<file path="config.mk">
export PLATFORM = sky130hd
export DESIGN_NAME = multicycle_controller
export DESIGN_NICKNAME = d
export VERILOG_FILES = /design/src/rtl/multicycle_controller_pkg.sv /design/src/rtl/multicycle_controller_imm_src_decoder.sv /design/src/rtl/multicycle_controller.sv
export SDC_FILE = /design/constraint.sdc
export NUM_CORES = 1
export LEC_CHECK = 0
export CAP_MARGIN = 40
export CORE_ASPECT_RATIO = 0.6
export CORE_UTILIZATION = 27
export DETAILED_ROUTE_END_ITERATION = 7
export GPL_TIMING_DRIVEN = 0
export HOLD_SLACK_MARGIN = 0.03
export SLEW_MARGIN = 20
export SYNTH_ARGS = -nofsm -noshare
export SYNTH_HDL_FRONTEND = slang
export SYNTH_SLANG_ARGS = --single-unit
</file>
<file path="constraint.sdc">
create_clock -name clk -period 2.3 [get_ports clk]
set_clock_uncertainty 0.2 [all_clocks]
set_input_delay 0.345 -clock clk [delete_from_list [all_inputs] [get_ports clk]]
set_output_delay 0.345 -clock clk [all_outputs]
set_load 0.01 [all_outputs]
</file>
<file path="src/rtl/multicycle_controller_pkg.sv">
// Shared control encodings for the multicycle RV32I core: FSM states,
// opcodes and the datapath mux-select codes the controller drives.
package multicycle_controller_pkg;

  // Seventeen states need five bits of encoding.
  typedef enum logic [4:0] {
    S_IDLE,
    S_FETCH,
    S_DECODE,
    S_MEMADR,
    S_MEMREAD,
    S_MEMWB,
    S_MEMWRITE,
    S_EXECR,
    S_EXECI,
    S_LUI,
    S_AUIPC,
    S_ALUWB,
    S_BRANCH,
    S_JAL,
    S_JALR,
    S_LINK,
    S_HALT
  } state_t;

  localparam logic [6:0] OP_LOAD   = 7'b0000011;
  localparam logic [6:0] OP_STORE  = 7'b0100011;
  localparam logic [6:0] OP_R      = 7'b0110011;
  localparam logic [6:0] OP_I      = 7'b0010011;
  localparam logic [6:0] OP_JAL    = 7'b1101111;
  localparam logic [6:0] OP_JALR   = 7'b1100111;
  localparam logic [6:0] OP_BRANCH = 7'b1100011;
  localparam logic [6:0] OP_LUI    = 7'b0110111;
  localparam logic [6:0] OP_AUIPC  = 7'b0010111;

  localparam logic [1:0] SRCA_PC    = 2'b00;
  localparam logic [1:0] SRCA_OLDPC = 2'b01;
  localparam logic [1:0] SRCA_RS1   = 2'b10;
  localparam logic [1:0] SRCA_ZERO  = 2'b11;

  localparam logic [1:0] SRCB_RS2  = 2'b00;
  localparam logic [1:0] SRCB_IMM  = 2'b01;
  localparam logic [1:0] SRCB_FOUR = 2'b10;

  localparam logic [1:0] ALU_ADD   = 2'b00;
  localparam logic [1:0] ALU_SUB   = 2'b01;
  localparam logic [1:0] ALU_FUNCT = 2'b10;

  localparam logic [1:0] RES_ALUOUT    = 2'b00;
  localparam logic [1:0] RES_MEM       = 2'b01;
  localparam logic [1:0] RES_ALURESULT = 2'b10;

  localparam logic [2:0] IMM_I = 3'b000;
  localparam logic [2:0] IMM_S = 3'b001;
  localparam logic [2:0] IMM_B = 3'b010;
  localparam logic [2:0] IMM_J = 3'b011;
  localparam logic [2:0] IMM_U = 3'b100;

endpackage

</file>
<file path="src/rtl/multicycle_controller_imm_src_decoder.sv">
// Opcode to immediate-format select; purely combinational so the
// single-cycle core can reuse it unchanged.
module imm_src_decoder
  import multicycle_controller_pkg::*;
(
  input  logic [6:0] opcode,
  output logic [2:0] imm_src
);

  always_comb begin
    imm_src = IMM_I;
    case (opcode)
      OP_STORE:          imm_src = IMM_S;
      OP_BRANCH:         imm_src = IMM_B;
      OP_JAL:            imm_src = IMM_J;
      OP_LUI, OP_AUIPC:  imm_src = IMM_U;
      default:           imm_src = IMM_I;
    endcase
  end

endmodule

</file>
<file path="src/rtl/multicycle_controller.sv">
// Control FSM for the multicycle RV32I core: sequences the shared memory,
// ALU, PC, IR and register file through fetch/decode/execute/mem/writeback.
module multicycle_controller
  import multicycle_controller_pkg::*;
#(
  parameter int XLEN = 32
) (
  input  logic       clk,
  input  logic       reset,
  input  logic [6:0] opcode,
  input  logic       branch_taken,
  input  logic       mem_ready,
  output logic       mem_req,
  output logic       mem_write,
  output logic       adr_src,
  output logic       ir_write,
  output logic       pc_write,
  output logic       reg_write,
  output logic [1:0] alu_src_a,
  output logic [1:0] alu_src_b,
  output logic [1:0] alu_op,
  output logic [1:0] result_src,
  output logic [2:0] imm_src,
  output logic       halted
);

  // XLEN only documents the datapath width; control is width-independent.
  if (XLEN < 32) begin : g_narrow_datapath
  end

  state_t state_q, state_d;
  logic   pc_update;
  logic   branch;

  imm_src_decoder u_imm_src_decoder (
    .opcode  (opcode),
    .imm_src (imm_src)
  );

  always_ff @(posedge clk or posedge reset) begin
    if (reset) state_q <= S_IDLE;
    else       state_q <= state_d;
  end

  always_comb begin
    state_d    = state_q;
    mem_req    = 1'b0;
    mem_write  = 1'b0;
    adr_src    = 1'b0;
    ir_write   = 1'b0;
    pc_update  = 1'b0;
    branch     = 1'b0;
    reg_write  = 1'b0;
    alu_src_a  = SRCA_PC;
    alu_src_b  = SRCB_RS2;
    alu_op     = ALU_ADD;
    result_src = RES_ALUOUT;
    halted     = 1'b0;

    case (state_q)
      S_IDLE: state_d = S_FETCH;
      S_FETCH: begin
        mem_req    = 1'b1;
        alu_src_a  = SRCA_PC;
        alu_src_b  = SRCB_FOUR;
        result_src = RES_ALURESULT;
        if (mem_ready) begin
          ir_write  = 1'b1;
          pc_update = 1'b1;
          state_d   = S_DECODE;
        end
      end
      // Decode precomputes OldPC+imm so branch/JAL targets sit in ALUOut.
      S_DECODE: begin
        alu_src_a = SRCA_OLDPC;
        alu_src_b = SRCB_IMM;
        case (opcode)
          OP_LOAD, OP_STORE: state_d = S_MEMADR;
          OP_R:              state_d = S_EXECR;
          OP_I:              state_d = S_EXECI;
          OP_JAL:            state_d = S_JAL;
          OP_JALR:           state_d = S_JALR;
          OP_BRANCH:         state_d = S_BRANCH;
          OP_LUI:            state_d = S_LUI;
          OP_AUIPC:          state_d = S_AUIPC;
          default:           state_d = S_HALT;
        endcase
      end
      S_MEMADR: begin
        alu_src_a = SRCA_RS1;
        alu_src_b = SRCB_IMM;
        state_d   = (opcode == OP_LOAD) ? S_MEMREAD : S_MEMWRITE;
      end
      S_MEMREAD: begin
        mem_req = 1'b1;
        adr_src = 1'b1;
        if (mem_ready) state_d = S_MEMWB;
      end
      S_MEMWB: begin
        result_src = RES_MEM;
        reg_write  = 1'b1;
        state_d    = S_FETCH;
      end
      S_MEMWRITE: begin
        mem_req   = 1'b1;
        mem_write = 1'b1;
        adr_src   = 1'b1;
        if (mem_ready) state_d = S_FETCH;
      end
      S_EXECR: begin
        alu_src_a = SRCA_RS1;
        alu_src_b = SRCB_RS2;
        alu_op    = ALU_FUNCT;
        state_d   = S_ALUWB;
      end
      S_EXECI: begin
        alu_src_a = SRCA_RS1;
        alu_src_b = SRCB_IMM;
        alu_op    = ALU_FUNCT;
        state_d   = S_ALUWB;
      end
      S_LUI: begin
        alu_src_a = SRCA_ZERO;
        alu_src_b = SRCB_IMM;
        state_d   = S_ALUWB;
      end
      S_AUIPC: begin
        alu_src_a = SRCA_OLDPC;
        alu_src_b = SRCB_IMM;
        state_d   = S_ALUWB;
      end
      S_ALUWB: begin
        reg_write = 1'b1;
        state_d   = S_FETCH;
      end
      S_BRANCH: begin
        alu_src_a = SRCA_RS1;
        alu_src_b = SRCB_RS2;
        alu_op    = ALU_SUB;
        branch    = 1'b1;
        state_d   = S_FETCH;
      end
      // PC takes the decode-time target while the ALU forms the link value.
      S_JAL: begin
        pc_update = 1'b1;
        alu_src_a = SRCA_OLDPC;
        alu_src_b = SRCB_FOUR;
        state_d   = S_ALUWB;
      end
      S_JALR: begin
        alu_src_a  = SRCA_RS1;
        alu_src_b  = SRCB_IMM;
        result_src = RES_ALURESULT;
        pc_update  = 1'b1;
        state_d    = S_LINK;
      end
      S_LINK: begin
        alu_src_a  = SRCA_OLDPC;
        alu_src_b  = SRCB_FOUR;
        result_src = RES_ALURESULT;
        reg_write  = 1'b1;
        state_d    = S_FETCH;
      end
      S_HALT: halted = 1'b1;
      default: state_d = S_IDLE;
    endcase

    pc_write = pc_update | (branch & branch_taken);
  end

endmodule
</file>
==> run summary <==
Notes from the flow run.

Run status:
- The run finished, with violations left.
- The final reports fail on DRC.

Clocking:
- The run puts the worst-case clock buffer depth at 2.
- Per the TritonCTS log, the buffer count is 3.
- After clock tree synthesis, the setup repair step added 3 buffers.

Power and ir drop:
- The run puts the switching power at 0.665 mW.
- The run puts the clock network power at roughly 0.16 mW.
- The run puts the sequential logic power at about 0.21 mW.
- The run puts the share of total power in combinational logic at 0.738.
- The run puts the power consumption at about 1.4 mW.

Yosys:
- The run puts the area share of fa/ha/maj cells after synthesis at 0.
- The run gives the number of standard cells after synthesis as approximately 120.

Global routing:
- Entering global routing, the biggest net connects 11 pins.
- The run puts the met1 usage at 0.302.
- The run gives the global router's overall resource usage as 0.183.

Final layout:
- The run gives the share of post-route cells with drive strength above 1 as 0.225.
- The run gives the multi-input logic portion of the cell area as 0.511.
- The run puts the count of plain and timing-repair buffers in the layout at 38.
- Per the cell usage report, the commonest logic cells after layout are sky130_fd_sc_hd__nor2_1 (13), sky130_fd_sc_hd__dlygate4sd2_1 (12), sky130_fd_sc_hd__a21oi_1 (11).
- The final layout report lists a filler cell count of about 260.

Worst setup path:
- The run gives the critical path endpoint category as an output port.
- The critical path goes through clkdlybuf4s50_1 -> nand2_1 -> or3_4 -> nor3_2 -> clkdlybuf4s15_2.
- The run gives the type of origin of the critical path as a primary input.

Floorplan:
- The run puts the I/O pin count at 29.
- From bottom edge to top edge, the die measures between 40 and 50 microns.
- The run puts the total die area at about 0.0031 sq mm.

Placement:
- The run puts the post-detailed-placement cell area at around 0.0011 sq mm.
- In this run, placement finished with an instance count of 179.

Routing:
- The run gives the number of remaining DRC errors as 2.
- The run gives the count of TritonRoute iterations in the first routing pass as 8.

Flow run:
- The stage logs contain a warning count of 27.
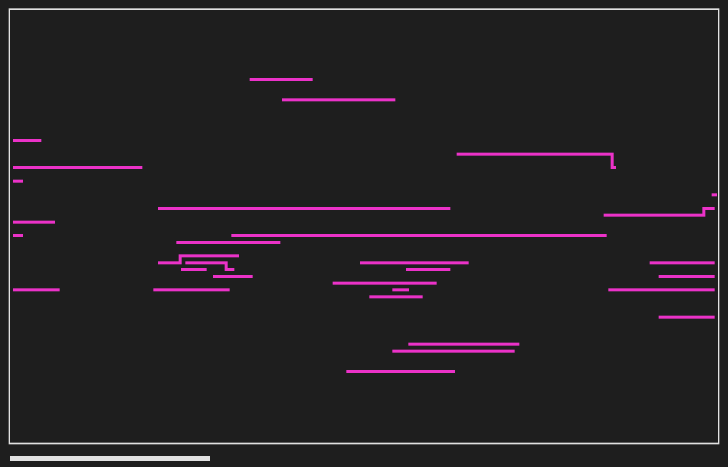
**Above:** M3 wires.
Scale bar: 20 microns.
wire length on this layer: 266 microns
nets with wire on the layer: 29

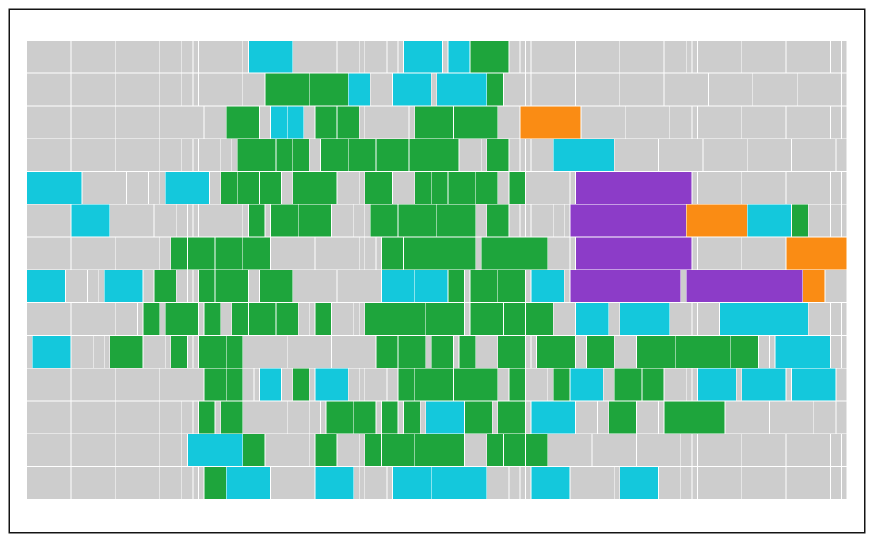
**Above:** placed cells, one colour a class.
Fill, decap, tap and diode cells in grey.
legend:
  remaining logic cells:
    colour: green
    cells: 104
    share_of_their_area: 55%
  clock drivers and dummy loads:
    colour: orange
    cells: 4
    share_of_their_area: 3.9%
  remaining buffers and delay cells:
    colour: cyan
    cells: 38
    share_of_their_area: 30%
  sequential cells:
    colour: purple
    cells: 5
    share_of_their_area: 11%

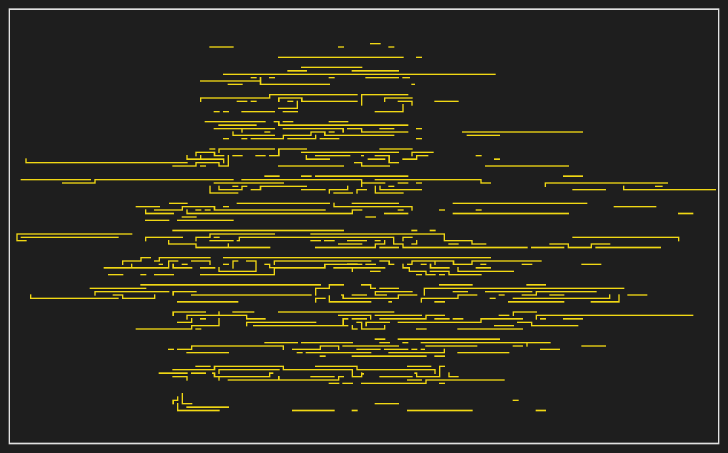
**Above:** the metal 1 layer.
nets with wire on the layer: 150
wire length on this layer: 1370 microns
main direction: horizontal
longest straight run: 27.1 microns
share of all routed wire: 50%

Power is estimated from default activity; no workload was simulated.
